`src/rtl/divider_pkg.sv`:
```
// Shared types for the radix-2 restoring divider.
package divider_pkg;

  // Controller states: wait for a request, iterate, apply signs, present result.
  typedef enum logic [1:0] {
    IDLE,
    CALC,
    FIX,
    DONE
  } state_t;

endpackage

```
`src/rtl/div_step.sv`:
```
// One restoring-division iteration: shift the partial remainder left by one,
// bring in the next dividend bit, and trial-subtract the divisor magnitude.
module div_step #(
  parameter int N = 8
) (
  input  logic [N-1:0] rem_in,
  input  logic         shift_in,
  input  logic [N-1:0] divisor_mag,
  output logic [N-1:0] rem_out,
  output logic         q_bit
);

  logic [N:0]   shifted;
  logic [N+1:0] diff;
  logic         borrow;
  logic         diff_unused;

  // Trial subtraction in N+1 bits; the extra top bit of diff is the borrow.
  // NOTE: every variable written in always_comb gets a value on every path,
  // otherwise synthesis infers a latch to hold the old value.
  always_comb begin
    shifted = {rem_in, shift_in};
    diff    = {1'b0, shifted} - {2'b00, divisor_mag};
    borrow  = diff[N+1];
    q_bit   = ~borrow;
    // A successful subtract leaves diff < divisor, so N bits always suffice.
    rem_out = borrow ? shifted[N-1:0] : diff[N-1:0];
  end

  assign diff_unused = diff[N];

endmodule

```
`src/rtl/radix2_divider.sv`:
```
// Multi-cycle radix-2 restoring divider, signed or unsigned, with
// divide-by-zero and signed-overflow flags.
module radix2_divider
  import divider_pkg::*;
#(
  parameter int N    = 8,
  parameter int LOGN = $clog2(N + 1)
) (
  input  logic         clock,
  input  logic         reset,
  input  logic         start,
  input  logic         signed_mode,
  input  logic [N-1:0] dividend,
  input  logic [N-1:0] divisor,
  output logic [N-1:0] quotient,
  output logic [N-1:0] remainder,
  output logic         busy,
  output logic         done,
  output logic         div_by_zero,
  output logic         overflow
);

  localparam logic [N-1:0] MIN_NEG = {1'b1, {(N-1){1'b0}}};

  state_t         state;
  state_t         next_state;
  logic [LOGN-1:0] count;
  logic [N-1:0]   rem_reg;
  logic [N-1:0]   acc_reg;
  logic [N-1:0]   dvs_mag_reg;
  logic           q_neg;
  logic           r_neg;
  logic           ovf_pend;

  logic [N-1:0]   dvd_mag;
  logic [N-1:0]   dvs_mag;
  logic           dvd_neg;
  logic           dvs_neg;
  logic           divisor_zero;
  logic           is_overflow;
  logic [N-1:0]   step_rem;
  logic           step_q;

  // Operand magnitudes and special-case detection at the input port.
  always_comb begin
    dvd_neg      = signed_mode & dividend[N-1];
    dvs_neg      = signed_mode & divisor[N-1];
    dvd_mag      = dvd_neg ? -dividend : dividend;
    dvs_mag      = dvs_neg ? -divisor : divisor;
    divisor_zero = (divisor == '0);
    is_overflow  = signed_mode && (dividend == MIN_NEG) && (divisor == '1);
  end

  div_step #(.N(N)) u_step (
    .rem_in      (rem_reg),
    .shift_in    (acc_reg[N-1]),
    .divisor_mag (dvs_mag_reg),
    .rem_out     (step_rem),
    .q_bit       (step_q)
  );

  // State register.
  // NOTE: asynchronous reset sits in the sensitivity list so it acts without
  // a clock edge; sequential state always uses non-blocking assignments.
  always_ff @(posedge clock or posedge reset) begin
    if (reset) state <= IDLE;
    else       state <= next_state;
  end

  // Next-state and status decode.
  always_comb begin
    next_state = state;
    busy       = 1'b0;
    done       = 1'b0;
    case (state)
      IDLE: if (start) next_state = divisor_zero ? DONE : CALC;
      CALC: begin
        busy = 1'b1;
        if (count == '0) next_state = FIX;
      end
      FIX: begin
        busy       = 1'b1;
        next_state = DONE;
      end
      DONE: begin
        done = 1'b1;
        if (!start) next_state = IDLE;
      end
      default: next_state = IDLE;
    endcase
  end

  // Operand latching, iteration datapath, counter and sign fix-up.
  always_ff @(posedge clock or posedge reset) begin
    if (reset) begin
      count       <= '0;
      rem_reg     <= '0;
      acc_reg     <= '0;
      dvs_mag_reg <= '0;
      q_neg       <= 1'b0;
      r_neg       <= 1'b0;
      ovf_pend    <= 1'b0;
      quotient    <= '0;
      remainder   <= '0;
      div_by_zero <= 1'b0;
      overflow    <= 1'b0;
    end else begin
      case (state)
        IDLE: if (start) begin
          count       <= LOGN'(N - 1);
          rem_reg     <= '0;
          acc_reg     <= dvd_mag;
          dvs_mag_reg <= dvs_mag;
          q_neg       <= dvd_neg ^ dvs_neg;
          r_neg       <= dvd_neg;
          ovf_pend    <= is_overflow;
          div_by_zero <= 1'b0;
          overflow    <= 1'b0;
          // Zero divisor bypasses the iterations with a fixed result.
          if (divisor_zero) begin
            quotient    <= '1;
            remainder   <= dividend;
            div_by_zero <= 1'b1;
          end
        end
        CALC: begin
          rem_reg <= step_rem;
          acc_reg <= {acc_reg[N-2:0], step_q};
          if (count != '0) count <= count - 1'b1;
        end
        FIX: begin
          // -MIN/-1 yields magnitude 2^(N-1) with positive sign: wraps to MIN.
          quotient  <= q_neg ? -acc_reg : acc_reg;
          remainder <= r_neg ? -rem_reg : rem_reg;
          overflow  <= ovf_pend;
        end
        default: ;
      endcase
    end
  end

endmodule

```
`config.mk`:
```
export PLATFORM = sky130hd
export DESIGN_NAME = radix2_divider
export DESIGN_NICKNAME = d
export VERILOG_FILES = /design/src/rtl/divider_pkg.sv /design/src/rtl/div_step.sv /design/src/rtl/radix2_divider.sv
export SDC_FILE = /design/constraint.sdc
export NUM_CORES = 1
export LEC_CHECK = 0
export ABC_AREA = 1
export CAP_MARGIN = 25
export CELL_PAD_IN_SITES_DETAIL_PLACEMENT = 1
export CELL_PAD_IN_SITES_GLOBAL_PLACEMENT = 1
export CORE_MARGIN = 10
export CORE_UTILIZATION = 33
export CTS_CLUSTER_DIAMETER = 200
export DETAILED_ROUTE_END_ITERATION = 7
export MAX_ROUTING_LAYER = met4
export PLACE_DENSITY_LB_ADDON = 0.1
export SYNTH_ARGS = -nofsm -noshare
export SYNTH_HDL_FRONTEND = slang
export SYNTH_SLANG_ARGS = --single-unit
export TNS_END_PERCENT = 100
```
`constraint.sdc`:
```
create_clock -name clock -period 2.4 [get_ports clock]
set_input_delay 0.48 -clock clock [delete_from_list [all_inputs] [get_ports clock]]
set_output_delay 0.48 -clock clock [all_outputs]
set_load 0.05 [all_outputs]
```
Fig. 1: run 1, signal wires on met1
Drawn at 3 px/µm. Supply wires on this layer in grey.
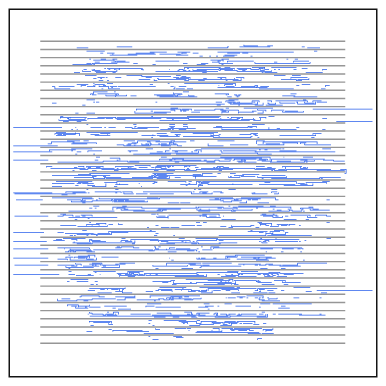
longest straight run: 35.2 µm
share of all routed wire: 51%
main direction: horizontal
nets with wire on the layer: 528
met1 usage in global routing: 19.7%
Via Count: 3242
Final Routed Wirelength: 10100 µm

Fig. 2: run 1, signal wires on met2
Drawn at 2 px/µm.
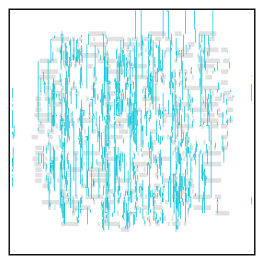
nets with wire on the layer: 468
longest straight run: 38.1 µm

Fig. 3: run 1, the metal 3 layer
Drawn at 3 px/µm.
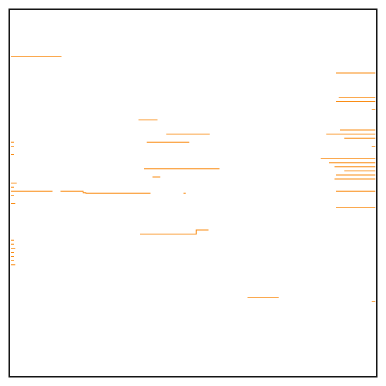
wire length on this layer: 353 µm
nets with wire on the layer: 39
longest straight run: 24.8 µm
main direction: horizontal
share of all routed wire: 3.5%

==> results.txt, run 1 <==
The full implementation flow was run.

Cells fill 40.6% of the core in the end. Yosys mapped the design onto 30 distinct sky130hd cell types. Ranked by instance count, the synthesized netlist is headed by 146 x sky130_fd_sc_hd__nand2_1, 65 x sky130_fd_sc_hd__inv_1, 51 x sky130_fd_sc_hd__dfrtp_1. The number of logic inverters in the finished layout stands at 69.

The violation tally recorded at the end of detailed-routing iteration 0 is 171. The startpoint identified for the worst hold timing path is remainder[1]. The stage-log warning count stands at 30. The count of unresolved DRC violations after routing stands at 0. The class occupying the most area after layout is reported as multi-input combinational cells. The cell sitting at the root of the clock tree is a sky130_fd_sc_hd__clkbuf_8. The fraction of area in registers stands at 30.7%.

The number of buffers inserted by post-CTS setup repair stands at 0. Clock buffers in the final layout number 5. The maximum fanout along the worst path stands at 4. The final layout report lists a filler cell count of 1316. The number of sinks driven by the clock tree stands at 51.

The buffer levels on the longest clock path stands at 2. The detailed router used layers up to and including met4. For reference, the top cells by area after synthesis are sky130_fd_sc_hd__dfrtp_1 37%, sky130_fd_sc_hd__nand2_1 16%, sky130_fd_sc_hd__inv_1 7.1%.

Per the STA report, the cell with the highest stage delay on the worst path is sky130_fd_sc_hd__clkdlybuf4s50_1. The yosys synthesis warning count stands at 0. The most common logic cell in the final layout is sky130_fd_sc_hd__nand2_1.

In the finished design the tool counted flip-flops and latches totalling 51. The final estimated routing congestion in global placement stands at 0.870. The count of instantiated cells in the yosys netlist stands at 484.

The proportion of power drawn by the clock network stands at 12.2%. STA classifies the critical path startpoint as a register. The power report lists cell-internal power as 2990 µW. The cell count after synthesis came out at 484. The async set or reset register ratio after synthesis stands at 100%. For this run, the number of standard cells in the final layout without fillers is 665.

Walking the worst path, the cells encountered are ha_1 -> clkdlybuf4s50_1. The share of synthesized area spent on multiplexers stands at 0%. The placement-stage cell area stands at 4010 µm².

CTS added clock buffers totalling 5. OpenROAD reports that the post-layout worst path occupies 92.1% of the period. The layout contains a multi-input combinational cell count of 352. TritonCTS built the clock tree. Measured against its own limit, the worst slew margin works out to 65.3%. The critical path is of the register to primary output type.

The portion of the layout cell area used by non-clock buffers stands at 11.4%. Hold analysis lists the worst path endpoint as remainder[1]. The global router reports that the layer with the highest usage is met2.

The part of the total power dissipated in combinational logic stands at 62.7%. The minimum setup slack among reg-to-reg paths stands at 0.46 ns. Per report_power, the Clock row totals 748 µW.

The repair_antennas step left the layout with diodes totalling 0. The count of nets after finishing stands at 567. The total global routing track utilization stands at 14.4%. The global routing usage on met2 stands at 21.9%. The final hold violation count recorded for this run is 0. The H-tree depth stands at 2.

The synthesized area divided by synthesized cell count stands at 7.09 µm². The share of synthesized cell area in and, or, nand and nor gates stands at 28.9%. In this run, the synthesized area fraction spent on adder and majority cells is recorded as 7.15%. Adding up every negative setup slack in the final design gives 0 ns. The fraction of cell area in multi-input combinational cells is reported as 44.1%.

The tap cell count stands at 136. Per the finish-stage timing summary, setup violations number 0. The slew at the pin closest to its max-slew limit stands at 0.519 ns. The detailed-route wire length on metal 1 stands at 5140 µm. The number of global-route vias before repair was 3404. The die is 122 µm wide. The synthesized-area fraction occupied by ao, oa, aoi and oai cells stands at 13.5%. Synthesis produced a netlist with a net count of 523. STA classifies the critical path endpoint as a primary output. The clock latency of the later-clocked register in the worst-skew pair stands at 0.32 ns. For reference, the critical path is captured by done.

The biggest area contributor in the post-synthesis netlist is sky130_fd_sc_hd__dfrtp_1. At the worst endpoint, the arrival time is 1.73 ns. In this run the core area contains 37 standard-cell rows. The vertical die dimension stands at 122 µm. Walking the critical path from launch to capture passes 2 cell instances. The fraction of layout cells with a size suffix above 1 stands at 6.05%. As logged by OpenROAD, the buffers inserted on ports number 39. STA lists the startpoint of the worst register-to-register path as rem_reg[2].

The flow ran to the end, and the final reports show no timing, DRC or antenna violations. From synthesis to final layout, the design area changed by 21.1%. The count of library flops with an enable pin stands at 0. Once placement completed, the tool counted placed cells totaling 657.

The cell family contributing the most delay on the critical path is buffers and inverters.
## Run 2: what changed since run 1
--- a/config.mk
+++ b/config.mk
@@ -6,11 +6,11 @@
 export NUM_CORES = 1
 export LEC_CHECK = 0
 export ABC_AREA = 1
-export CAP_MARGIN = 25
+export CAP_MARGIN = 15
 export CELL_PAD_IN_SITES_DETAIL_PLACEMENT = 1
 export CELL_PAD_IN_SITES_GLOBAL_PLACEMENT = 1
 export CORE_MARGIN = 10
-export CORE_UTILIZATION = 33
+export CORE_UTILIZATION = 41
 export CTS_CLUSTER_DIAMETER = 200
 export DETAILED_ROUTE_END_ITERATION = 7
 export MAX_ROUTING_LAYER = met4
Fig. 4: run 2, pin map
Drawn at 3 px/µm. Pins as bars across the die edge, other pins in grey.
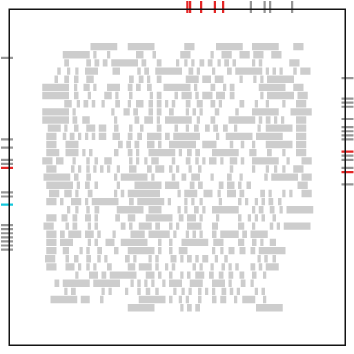
[div_by_zero] cyan | pins: 1 | direction: output | edge: west
[dividend] red | pins: 8 | direction: input | edge: 5 north, 2 east, 1 west
chip height: 111 µm
width of the die: 111 µm
count of port buffers added during placement: 39

==> run 2 against run 1 <==
Against the previous run:
- critical path depth stayed put
- fmax is 0.31% higher
- area after synthesis stayed put
- global-route usage is 1.7 points higher
- total power is 1.9% lower
- sequential share of layout area is 0.48 points higher
- highest routed layer unchanged
- clock skew is 0.011 ns lower
- core utilization is 9.4 points higher
- combinational power hardly changed
- die size is 16% lower
- largest power group unchanged
==> results.txt, run 2 <==
The full implementation flow was run.

The share of synthesized cell area in and, or, nand and nor gates stands at 28.9%. The sequential cell area fraction in the yosys report stands at 37.2%. Counting distinct cell types in the post-synthesis netlist gives 30.

The count of unresolved DRC violations after routing stands at 0. Data on the critical path arrives at its endpoint at 1.72 ns. STA classifies the critical path endpoint as a primary output. The number of nets in the synthesized netlist is 523. Per the detail_route log, the uppermost layer with routed signals is met4. Cell internal power was estimated by the tool at 2890 µW. The layout contains a multi-input combinational cell count of 352.

The tool warning count for the run is 30. The synth_stat.txt file lists the number of cells as 484. The worst-case IR drop observed on VDD is 0.605 mV. Counting the buffers created by CTS gives 5. TritonCTS built the clock tree. The worst setup path is launched from a register. The pin closest to its max-slew limit shows a slew of 0.512 ns. The flow ran to the end, and the final reports show no timing, DRC or antenna violations. The synthesized design contains 0 enable-type register cells. In the per-layer breakdown of the detailed-route log, met1 shows 4770 µm. Once layout is complete, the cells apart from fillers number 634. Per the layout report, the design carries 5 clock buffers. After synthesis, the share of flip-flops with an asynchronous set or reset is 100%. Looking at the group totals, the largest power group turns out to be combinational logic. The proportion of power drawn by the clock network stands at 10.5%. On the critical path the largest part of the delay comes from buffers and inverters. The main area contributors are sky130_fd_sc_hd__dfrtp_1 37%, sky130_fd_sc_hd__nand2_1 16%, sky130_fd_sc_hd__inv_1 7.1%.

met2 is the most crowded layer. For the clock group, total power comes out at 633 µW. The class occupying the most area after layout is reported as multi-input combinational cells. The final timing report counts setup violations totalling 0.

The worst setup path is of the register to primary output kind. Per the layout area report, the sequential fraction of cell area is 31.2%. The share of synthesized area spent on multiplexers stands at 0%.

The final report gives the core utilization as 50.0%. Multi-input gates account for 44.8% of the area. The clock drives 51 sinks.

The flop count stands at 51. For reference, the final report shows the hold violation count at 0. Yosys printed 0 warnings. In this run the number of cells on the critical path is 2.

The synthesized netlist devotes 7.15% of its cell area to adder and majority cells. For this run, the post-layout net count is 567. 0 antenna diodes ended up in the layout. The capture point of the critical path was reported as done. On the critical path, the stage with the largest delay is an instance of sky130_fd_sc_hd__clkdlybuf4s50_1.

The setup TNS stands at 0 ns. Looking at the clock tree report, the root buffer type is sky130_fd_sc_hd__clkbuf_8. In the finished design, the share of the clock period the worst path needs comes to 91.8%. The startpoint identified for the worst hold timing path is remainder[5].

The tap cell count stands at 105. The clock reaches the later pin of the worst-skew pair after 0.31 ns. Hold analysis lists the worst path endpoint as remainder[5].

Per the final layout report, the fraction of cells sized above drive strength 1 comes to 6.05%. The synthesized-area fraction occupied by ao, oa, aoi and oai cells stands at 13.5%. The worst register-to-register path begins at state[0]. In the synthesized netlist, the cells that appear most often are 146 x sky130_fd_sc_hd__nand2_1, 65 x sky130_fd_sc_hd__inv_1, 51 x sky130_fd_sc_hd__dfrtp_1. Walking the worst path, the cells encountered are ha_1 -> clkdlybuf4s50_1. The flow reports that combinational logic draws 63.8% of the design power. For reference, the placement row count at floorplan is 33. The synthesized area divided by synthesized cell count stands at 7.09 µm². The H-tree depth stands at 2. The report shows a maximum critical-path fanout of 4.

Global routing consumed, on the met1 layer, 20.6% of the routing resources. Synthesis produced 484 cells. The final estimated routing congestion in global placement stands at 0.916. Non-clock buffers make up 11.6% of the layout cell area. The setup slack after layout stands at 0.197 ns. Across all register-to-register paths, the minimum setup slack is 0.44 ns. The critical path buffer and inverter count stands at 1. The number of global-route vias before repair was 3524. The cell type that accounts for the most area after synthesis is sky130_fd_sc_hd__dfrtp_1.

The total global routing track utilization stands at 16.1%. In this run the post-CTS setup repair buffer count came out at 0. Including well taps, the total number of placed cells is 626.

The worst-case max-slew headroom was logged as 65.8%. The sum of routed wire length over all layers stands at 9660 µm.
## Run 3: what changed since run 2
--- a/config.mk
+++ b/config.mk
@@ -14,7 +14,7 @@
 export CTS_CLUSTER_DIAMETER = 200
 export DETAILED_ROUTE_END_ITERATION = 7
 export MAX_ROUTING_LAYER = met4
-export PLACE_DENSITY_LB_ADDON = 0.1
+export PLACE_DENSITY_LB_ADDON = 0.08
 export SYNTH_ARGS = -nofsm -noshare
 export SYNTH_HDL_FRONTEND = slang
 export SYNTH_SLANG_ARGS = --single-unit
Fig. 5: run 3, signal wires on met1
Drawn at 3 px/µm. Supply wires on this layer in grey.
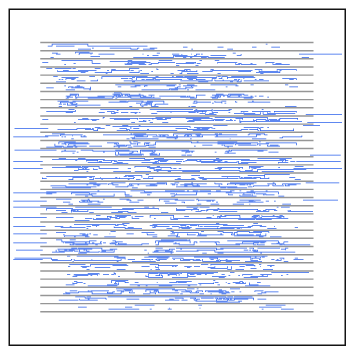
wire length on this layer: 4800 µm
share of all routed wire: 48%

==> run 3 against run 2 <==
Against the previous run:
- clock power shrank 14%
- via count is 0.90% lower
- cell area down 0.46%
- flip-flop count is the same
- largest cell class unchanged
- highest routed layer unchanged
==> results.txt, run 3 <==
The full implementation flow was run.

The run finished with clean final reports. In this run the clock root is driven by a sky130_fd_sc_hd__clkbuf_8. The violation count after the first detailed-route iteration stands at 144. For the clock group, total power comes out at 542 µW. In the post-synthesis netlist, the biggest area contributors are sky130_fd_sc_hd__dfrtp_1 37%, sky130_fd_sc_hd__nand2_1 16%, sky130_fd_sc_hd__inv_1 7.1%. TritonCTS built the clock tree. The setup TNS stands at 0 ns.

In this run the most critical hold path is launched from quotient[1]. The utilization of the core after routing stands at 49.8%. Data on the critical path arrives at its endpoint at 1.72 ns.

met1 track demand over resource after global routing is 22.1%. The placement-stage cell area stands at 3980 µm². Looking at area per cell type in the netlist, the leader is sky130_fd_sc_hd__dfrtp_1. Per the layout report, the design carries 69 non-clock inverters. In the finished design, the share of the clock period the worst path needs comes to 91.8%.

The worst setup path is launched from a register. Yosys mapped a number of flops with a built-in enable equal to 0. The count of nets after finishing stands at 567. The count of unresolved DRC violations after routing stands at 0. The total placed cells including tap cells stands at 626.

Of the synthesized area, sequential elements account for 37.2%. The share of synthesized area spent on multiplexers stands at 0%. The startpoint identified for the worst register-to-register timing path is rem_reg[3]. The synthesized netlist handed to floorplanning was reported with a cell count of 484. Broken down by cell family, the worst path's largest delay share belongs to buffers and inverters. 0 antenna diodes ended up in the layout. The number of cell rows stands at 33. STA classifies the critical path endpoint as a primary output. After synthesis, the share of flip-flops with an asynchronous set or reset is 100%. The tally of unique sky130hd cells used after synthesis stands at 30. In the power breakdown, the biggest contributor is combinational logic.

Per the TritonCTS log, the buffer count is 5. For reference, the top cells by count after synthesis are 146 x sky130_fd_sc_hd__nand2_1, 65 x sky130_fd_sc_hd__inv_1, 51 x sky130_fd_sc_hd__dfrtp_1. OpenSTA lists the critical path endpoint as done. The slew at the pin closest to its max-slew limit stands at 0.509 ns.

The final setup violation count stands at 0. The synthesized-area fraction occupied by ao, oa, aoi and oai cells stands at 13.5%. The internal cell power stands at 2810 µW.
Power figures rest on the tool's default switching activity, not on a simulated workload.
